===== src/rtl/key_pkg.sv =====
`default_nettype none
// ============================================================================
//  Module      : key_pkg
//  Description : Shared types, default timing constants and helper functions
//                for the push-button debounce block.
//  Revision    : 1.0  initial release
// ============================================================================
package key_pkg;

    // Per-channel debounce/hold state
    typedef enum logic [2:0] {
        ST_IDLE         = 3'd0,
        ST_PRESS_WAIT   = 3'd1,
        ST_PRESSED      = 3'd2,
        ST_HELD         = 3'd3,
        ST_RELEASE_WAIT = 3'd4
    } key_state_t;

    localparam int DEF_N_KEYS      = 5;
    localparam int DEF_CLK_HZ      = 100_000_000;
    localparam int DEF_DEBOUNCE_MS = 20;
    localparam int DEF_LONG_MS     = 1000;
    localparam int DEF_REPEAT_MS   = 200;

    // Bits needed to hold any value in 0..max_val
    function automatic int cnt_width(input int max_val);
        return (max_val < 2) ? 1 : $clog2(max_val + 1);
    endfunction

    function automatic int max3(input int a, input int b, input int c);
        int m;
        m = (a > b) ? a : b;
        return (m > c) ? m : c;
    endfunction

endpackage : key_pkg
`default_nettype wire


===== src/rtl/key_channel.sv =====
`default_nettype none
// ============================================================================
//  Module      : key_channel
//  Description : One key: 2-FF synchronizer, debounce/hold FSM with saturating
//                debounce and hold counters, registered level and strobes.
//  Revision    : 1.0  initial release
// ============================================================================
module key_channel
    import key_pkg::*;
#(
    parameter int DEBOUNCE_MS = DEF_DEBOUNCE_MS,
    parameter int LONG_MS     = DEF_LONG_MS,
    parameter int REPEAT_MS   = DEF_REPEAT_MS
) (
    input  logic clk,
    input  logic rst,
    input  logic tick,
    input  logic key_in,
    output logic key_level,
    output logic key_press,
    output logic key_release,
    output logic key_long,
    output logic key_repeat
);

    localparam int CW = cnt_width(max3(DEBOUNCE_MS, LONG_MS, REPEAT_MS));

    // Each "reaches N" condition is detected on the tick that would make the
    // counter equal N, so the transition happens on exactly the N-th tick.
    localparam logic [CW-1:0] c_DEB_LAST  = CW'(DEBOUNCE_MS - 1);
    localparam logic [CW-1:0] c_LONG_LAST = CW'(LONG_MS - 1);
    localparam logic [CW-1:0] c_REP_LAST  = CW'(REPEAT_MS - 1);
    localparam logic [CW-1:0] c_ONE       = CW'(1);

    logic            r_sync1;
    logic            r_sync2;
    logic            w_key_s;
    key_state_t      r_state;
    logic [CW-1:0]   r_dcnt;
    logic [CW-1:0]   r_hcnt;
    logic            r_from_held;

    function automatic logic [CW-1:0] sat_inc(input logic [CW-1:0] v);
        return (v == '1) ? v : v + c_ONE;
    endfunction

    // Two-flop synchronizer for the asynchronous pad input
    always_ff @(posedge clk) begin
        if (rst) begin
            r_sync1 <= 1'b0;
            r_sync2 <= 1'b0;
        end else begin
            r_sync1 <= key_in;
            r_sync2 <= r_sync1;
        end
    end

    assign w_key_s = r_sync2;

    // Debounce/hold FSM with registered level and one-cycle strobes
    always_ff @(posedge clk) begin
        if (rst) begin
            r_state     <= ST_IDLE;
            r_dcnt      <= '0;
            r_hcnt      <= '0;
            r_from_held <= 1'b0;
            key_level   <= 1'b0;
            key_press   <= 1'b0;
            key_release <= 1'b0;
            key_long    <= 1'b0;
            key_repeat  <= 1'b0;
        end else begin
            key_press   <= 1'b0;
            key_release <= 1'b0;
            key_long    <= 1'b0;
            key_repeat  <= 1'b0;
            case (r_state)
                ST_IDLE: begin
                    if (w_key_s) begin
                        r_state <= ST_PRESS_WAIT;
                        r_dcnt  <= '0;
                    end
                end
                ST_PRESS_WAIT: begin
                    if (!w_key_s) begin
                        r_state <= ST_IDLE;
                    end else if (tick) begin
                        if (r_dcnt == c_DEB_LAST) begin
                            r_state   <= ST_PRESSED;
                            key_level <= 1'b1;
                            key_press <= 1'b1;
                            r_hcnt    <= '0;
                        end else begin
                            r_dcnt <= sat_inc(r_dcnt);
                        end
                    end
                end
                ST_PRESSED: begin
                    if (!w_key_s) begin
                        r_state     <= ST_RELEASE_WAIT;
                        r_dcnt      <= '0;
                        r_from_held <= 1'b0;
                    end else if (tick) begin
                        if (r_hcnt == c_LONG_LAST) begin
                            key_long <= 1'b1;
                            r_state  <= ST_HELD;
                            r_hcnt   <= '0;
                        end else begin
                            r_hcnt <= sat_inc(r_hcnt);
                        end
                    end
                end
                ST_HELD: begin
                    if (!w_key_s) begin
                        r_state     <= ST_RELEASE_WAIT;
                        r_dcnt      <= '0;
                        r_from_held <= 1'b1;
                    end else if (tick) begin
                        if (r_hcnt == c_REP_LAST) begin
                            key_repeat <= 1'b1;
                            r_hcnt     <= '0;
                        end else begin
                            r_hcnt <= sat_inc(r_hcnt);
                        end
                    end
                end
                ST_RELEASE_WAIT: begin
                    // Hold counter is frozen here so a short dropout resumes it
                    if (w_key_s) begin
                        r_state <= r_from_held ? ST_HELD : ST_PRESSED;
                    end else if (tick) begin
                        if (r_dcnt == c_DEB_LAST) begin
                            r_state     <= ST_IDLE;
                            key_level   <= 1'b0;
                            key_release <= 1'b1;
                        end else begin
                            r_dcnt <= sat_inc(r_dcnt);
                        end
                    end
                end
                default: begin
                    r_state <= ST_IDLE;
                end
            endcase
        end
    end

endmodule : key_channel
`default_nettype wire


===== src/rtl/key_debounce.sv =====
`default_nettype none
// ============================================================================
//  Module      : key_debounce
//  Description : Shared 1 ms tick prescaler feeding N_KEYS independent
//                debounce channels (level, press, release, long, repeat).
//  Revision    : 1.0  initial release
// ============================================================================
module key_debounce
    import key_pkg::*;
#(
    parameter int N_KEYS      = DEF_N_KEYS,
    parameter int CLK_HZ      = DEF_CLK_HZ,
    parameter int DEBOUNCE_MS = DEF_DEBOUNCE_MS,
    parameter int LONG_MS     = DEF_LONG_MS,
    parameter int REPEAT_MS   = DEF_REPEAT_MS
) (
    input  logic              clk,
    input  logic              rst,
    input  logic [N_KEYS-1:0] key_in,
    output logic [N_KEYS-1:0] key_level,
    output logic [N_KEYS-1:0] key_press,
    output logic [N_KEYS-1:0] key_release,
    output logic [N_KEYS-1:0] key_long,
    output logic [N_KEYS-1:0] key_repeat
);

    localparam int PS_DIV = CLK_HZ / 1000;
    localparam int PW     = cnt_width(PS_DIV - 1);

    localparam logic [PW-1:0] c_PS_LAST = PW'(PS_DIV - 1);
    localparam logic [PW-1:0] c_PS_ONE  = PW'(1);

    logic [PW-1:0] r_ps;
    logic          r_tick;

    // 1 ms prescaler: tick pulses for one cycle each time the count wraps
    always_ff @(posedge clk) begin
        if (rst) begin
            r_ps   <= '0;
            r_tick <= 1'b0;
        end else if (r_ps == c_PS_LAST) begin
            r_ps   <= '0;
            r_tick <= 1'b1;
        end else begin
            r_ps   <= r_ps + c_PS_ONE;
            r_tick <= 1'b0;
        end
    end

    generate
        for (genvar i = 0; i < N_KEYS; i++) begin : g_chan
            key_channel #(
                .DEBOUNCE_MS (DEBOUNCE_MS),
                .LONG_MS     (LONG_MS),
                .REPEAT_MS   (REPEAT_MS)
            ) u_chan (
                .clk         (clk),
                .rst         (rst),
                .tick        (r_tick),
                .key_in      (key_in[i]),
                .key_level   (key_level[i]),
                .key_press   (key_press[i]),
                .key_release (key_release[i]),
                .key_long    (key_long[i]),
                .key_repeat  (key_repeat[i])
            );
        end
    endgenerate

endmodule : key_debounce
`default_nettype wire


===== config.mk =====
export PLATFORM = sky130hd
export DESIGN_NAME = key_debounce
export DESIGN_NICKNAME = d
export VERILOG_FILES = /design/src/rtl/key_pkg.sv /design/src/rtl/key_channel.sv /design/src/rtl/key_debounce.sv
export SDC_FILE = /design/constraint.sdc
export NUM_CORES = 1
export LEC_CHECK = 0
export ABC_CLOCK_PERIOD_IN_PS = 2300
export CORE_MARGIN = 1.5
export CORE_UTILIZATION = 40
export CTS_BUF_LIST = sky130_fd_sc_hd__clkbuf_4 sky130_fd_sc_hd__clkbuf_8
export DETAILED_ROUTE_END_ITERATION = 6
export PLACE_DENSITY_LB_ADDON = 0.25
export SLEW_MARGIN = 20
export SYNTH_ARGS = -nofsm -noshare
export SYNTH_HDL_FRONTEND = slang
export SYNTH_HIERARCHICAL = 1
export SYNTH_SLANG_ARGS = --single-unit

===== constraint.sdc =====
create_clock -name clk -period 2.3 [get_ports clk]
set_input_delay 0.46 -clock clk [delete_from_list [all_inputs] [get_ports clk]]
set_output_delay 0.46 -clock clk [all_outputs]
set_load 0.005 [all_outputs]

Fig. 1: pin placement
(1.5 px per um) Pins as bars across the die edge, other pins in grey.
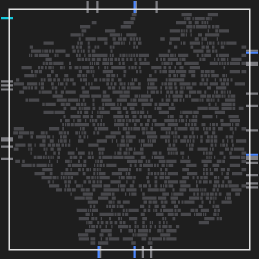
Key: `clk` = cyan [pins 1, direction input, edge west]; `key_long` = blue [pins 5, direction output, edge 2 south, 2 east, 1 north]
All pins by edge: 14 east, 8 west, 5 south, 5 north.

Fig. 2: sequential cells grouped by signal name
(1.5 px per um) Other sequential cells in the stronger grey, the rest of the logic in the fainter grey.
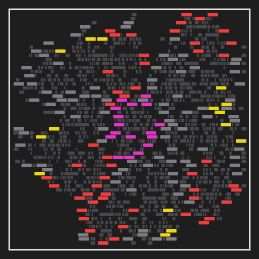
Key: `g_chan.u_chan/r_state` = yellow [placed flops 15, where widely spread]; `g_chan.u_chan/r_hcnt` = red [placed flops 50]; `r_ps` = magenta [placed flops 17, where centre]

Fig. 3: routing congestion
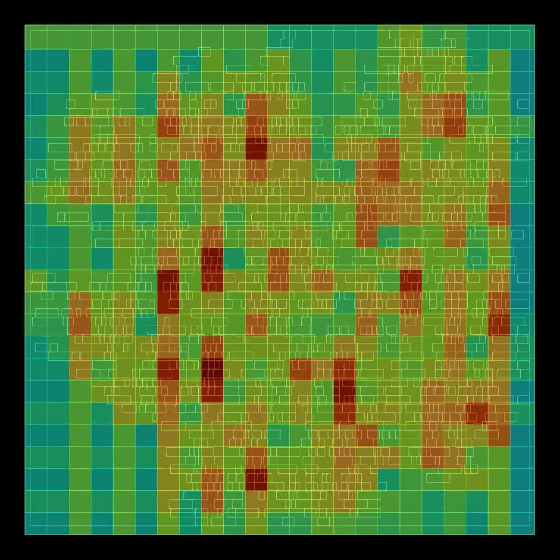
met2 Use GR: 26.3%
final core utilization: 44.8%
met1 GRT Util: 21.9%
GR met3 Demand/Resource: 2.79%
GR peak layer: met2

==> results.py <==
# Flow results
metrics = {
    "run_status": {
        "status": "complete, no violations",
    },
    "layout": {
        "logic_area_um2": 5820,
        "seq_cell_count": 173,
        "dominant_cells": "logic gates",
        "syn2layout_area_growth_pct": 10.6,
        "nNetsFinal": 1203,
        "n_clock_buffer": 23,
        "layout.cells.most_common": "dfxtp_1",
        "lay_top_cells": "dfxtp_1 (173), a21oi_1 (96), nand2_1 (92)",
        "clkCellAreaFrac_pct": 4.03,
        "largestRegisters": "g_chan.u_chan/r_dcnt (50), g_chan.u_chan/r_hcnt (50), r_ps (17)",
    },
    "synthesis": {
        "synth.top_cells.by_count": "dfxtp_1 (173), a21oi_1 (96), nand2_1 (92), nor2_1 (88), nand3_1 (61)",
        "ys_area_um2": 9790,
        "area_leaders": "dfxtp_1 (35%), a21oi_1 (4.9%), nand2_1 (3.5%)",
        "syn_area_per_cell_um2": 8.39,
        "ys.flop_type": "dfxtp_1",
        "mux_area_share_pct": 1.46,
        "syn_inst": 1167,
        "ys_warn_count": 6,
        "synth_top_cell_by_count": "dfxtp_1",
        "async_flop_share_pct": 0,
        "synth_top_area_share_pct": 35.4,
    },
    "drt": {
        "dr_wl_met3_um": 565,
        "avgViaCountPerCell": 5.52,
        "via_count": 8394,
        "drtAntennaViolNets": 0,
        "first_iter_violations": 448,
        "drc": 0,
        "wl_met1_um": 10200,
        "drt_first_pass_iters": 5,
    },
    "pwr": {
        "p_seq_mw": 3.08,
        "power_mw": 5.81,
        "p_leak_nw": 3.45,
        "p_sw_share_pct": 23.8,
        "p_comb_mw": 0.425,
    },
    "setup_path": {
        "critical-path-slowest-cell": "or4b_4",
        "r2r-end": "g_chan[1].u_chan/r_hcnt[2]$_SDFFE_PP0P_",
        "path_cells": "or4b_4, a2111oi_4, nor2_2, and3_2, a32o_1",
        "startpoint": "g_chan[1].u_chan/r_hcnt[5]$_SDFFE_PP0P_",
        "crit_path_start_kind": "flip-flop",
        "cp_top_family": "simple AND/OR/NAND/NOR gates",
    },
    "final_timing": {
        "layout_setup_ws_ns": 0.177,
        "clock_skew_ns": 0.0127,
        "tns_ns": 0,
        "hold_ws_ns": 0.428,
        "max_freq_ghz": 0.471,
        "finalClockPeriodUsage_pct": 92.3,
        "setup_viol": 0,
    },
    "global_routing": {
        "grt_usage_pct": 16.3,
        "grt_pass1_wl_um": 35600,
        "grt_max_degree": 50,
    },
    "die": {
        "ioPinCount": 32,
        "rows": 57,
        "initial_utilization_pct": 40.5,
    },
    "job": {
        "warnings": 26,
        "max-cap-violations": 0,
    },
    "worst_hold_path": {
        "hold_depth": 2,
        "min_from": "rst",
        "hp-class": "in2reg",
    },
    "clock_network": {
        "ctsHoldBuffers": 0,
        "cts-htree-levels": 4,
        "cts_resized": 0,
        "path_clk_slew_ns": 0.09,
        "postCtsSetupRepairBufs": 0,
        "cts-buffers-inserted": 17,
    },
    "placement": {
        "dp.final_hpwl_um": 14200,
        "dp_cells": 1490,
    },
}
Fig. 4: signal wires by layer
(2 px per um)
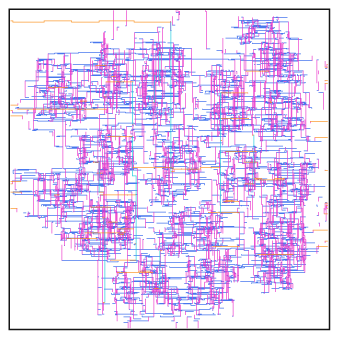
Key: met1 = blue [wire length 10,200 um]; met3 = orange [wire length 565 um]; met2 = magenta [wire length 9,160 um]; met4 = cyan [wire length 349 um]

Fig. 5: I/O nets highlighted
(2 px per um)
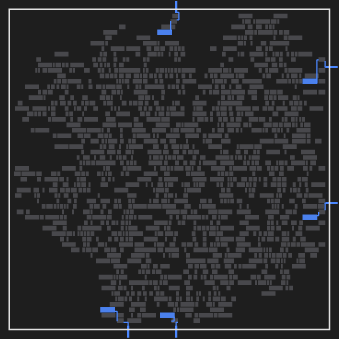
Key: `key_long` = blue [bits 5, direction output, end cells 5, wire 54.6 um]

No activity file was given, so power comes from the tool's default toggle rates.
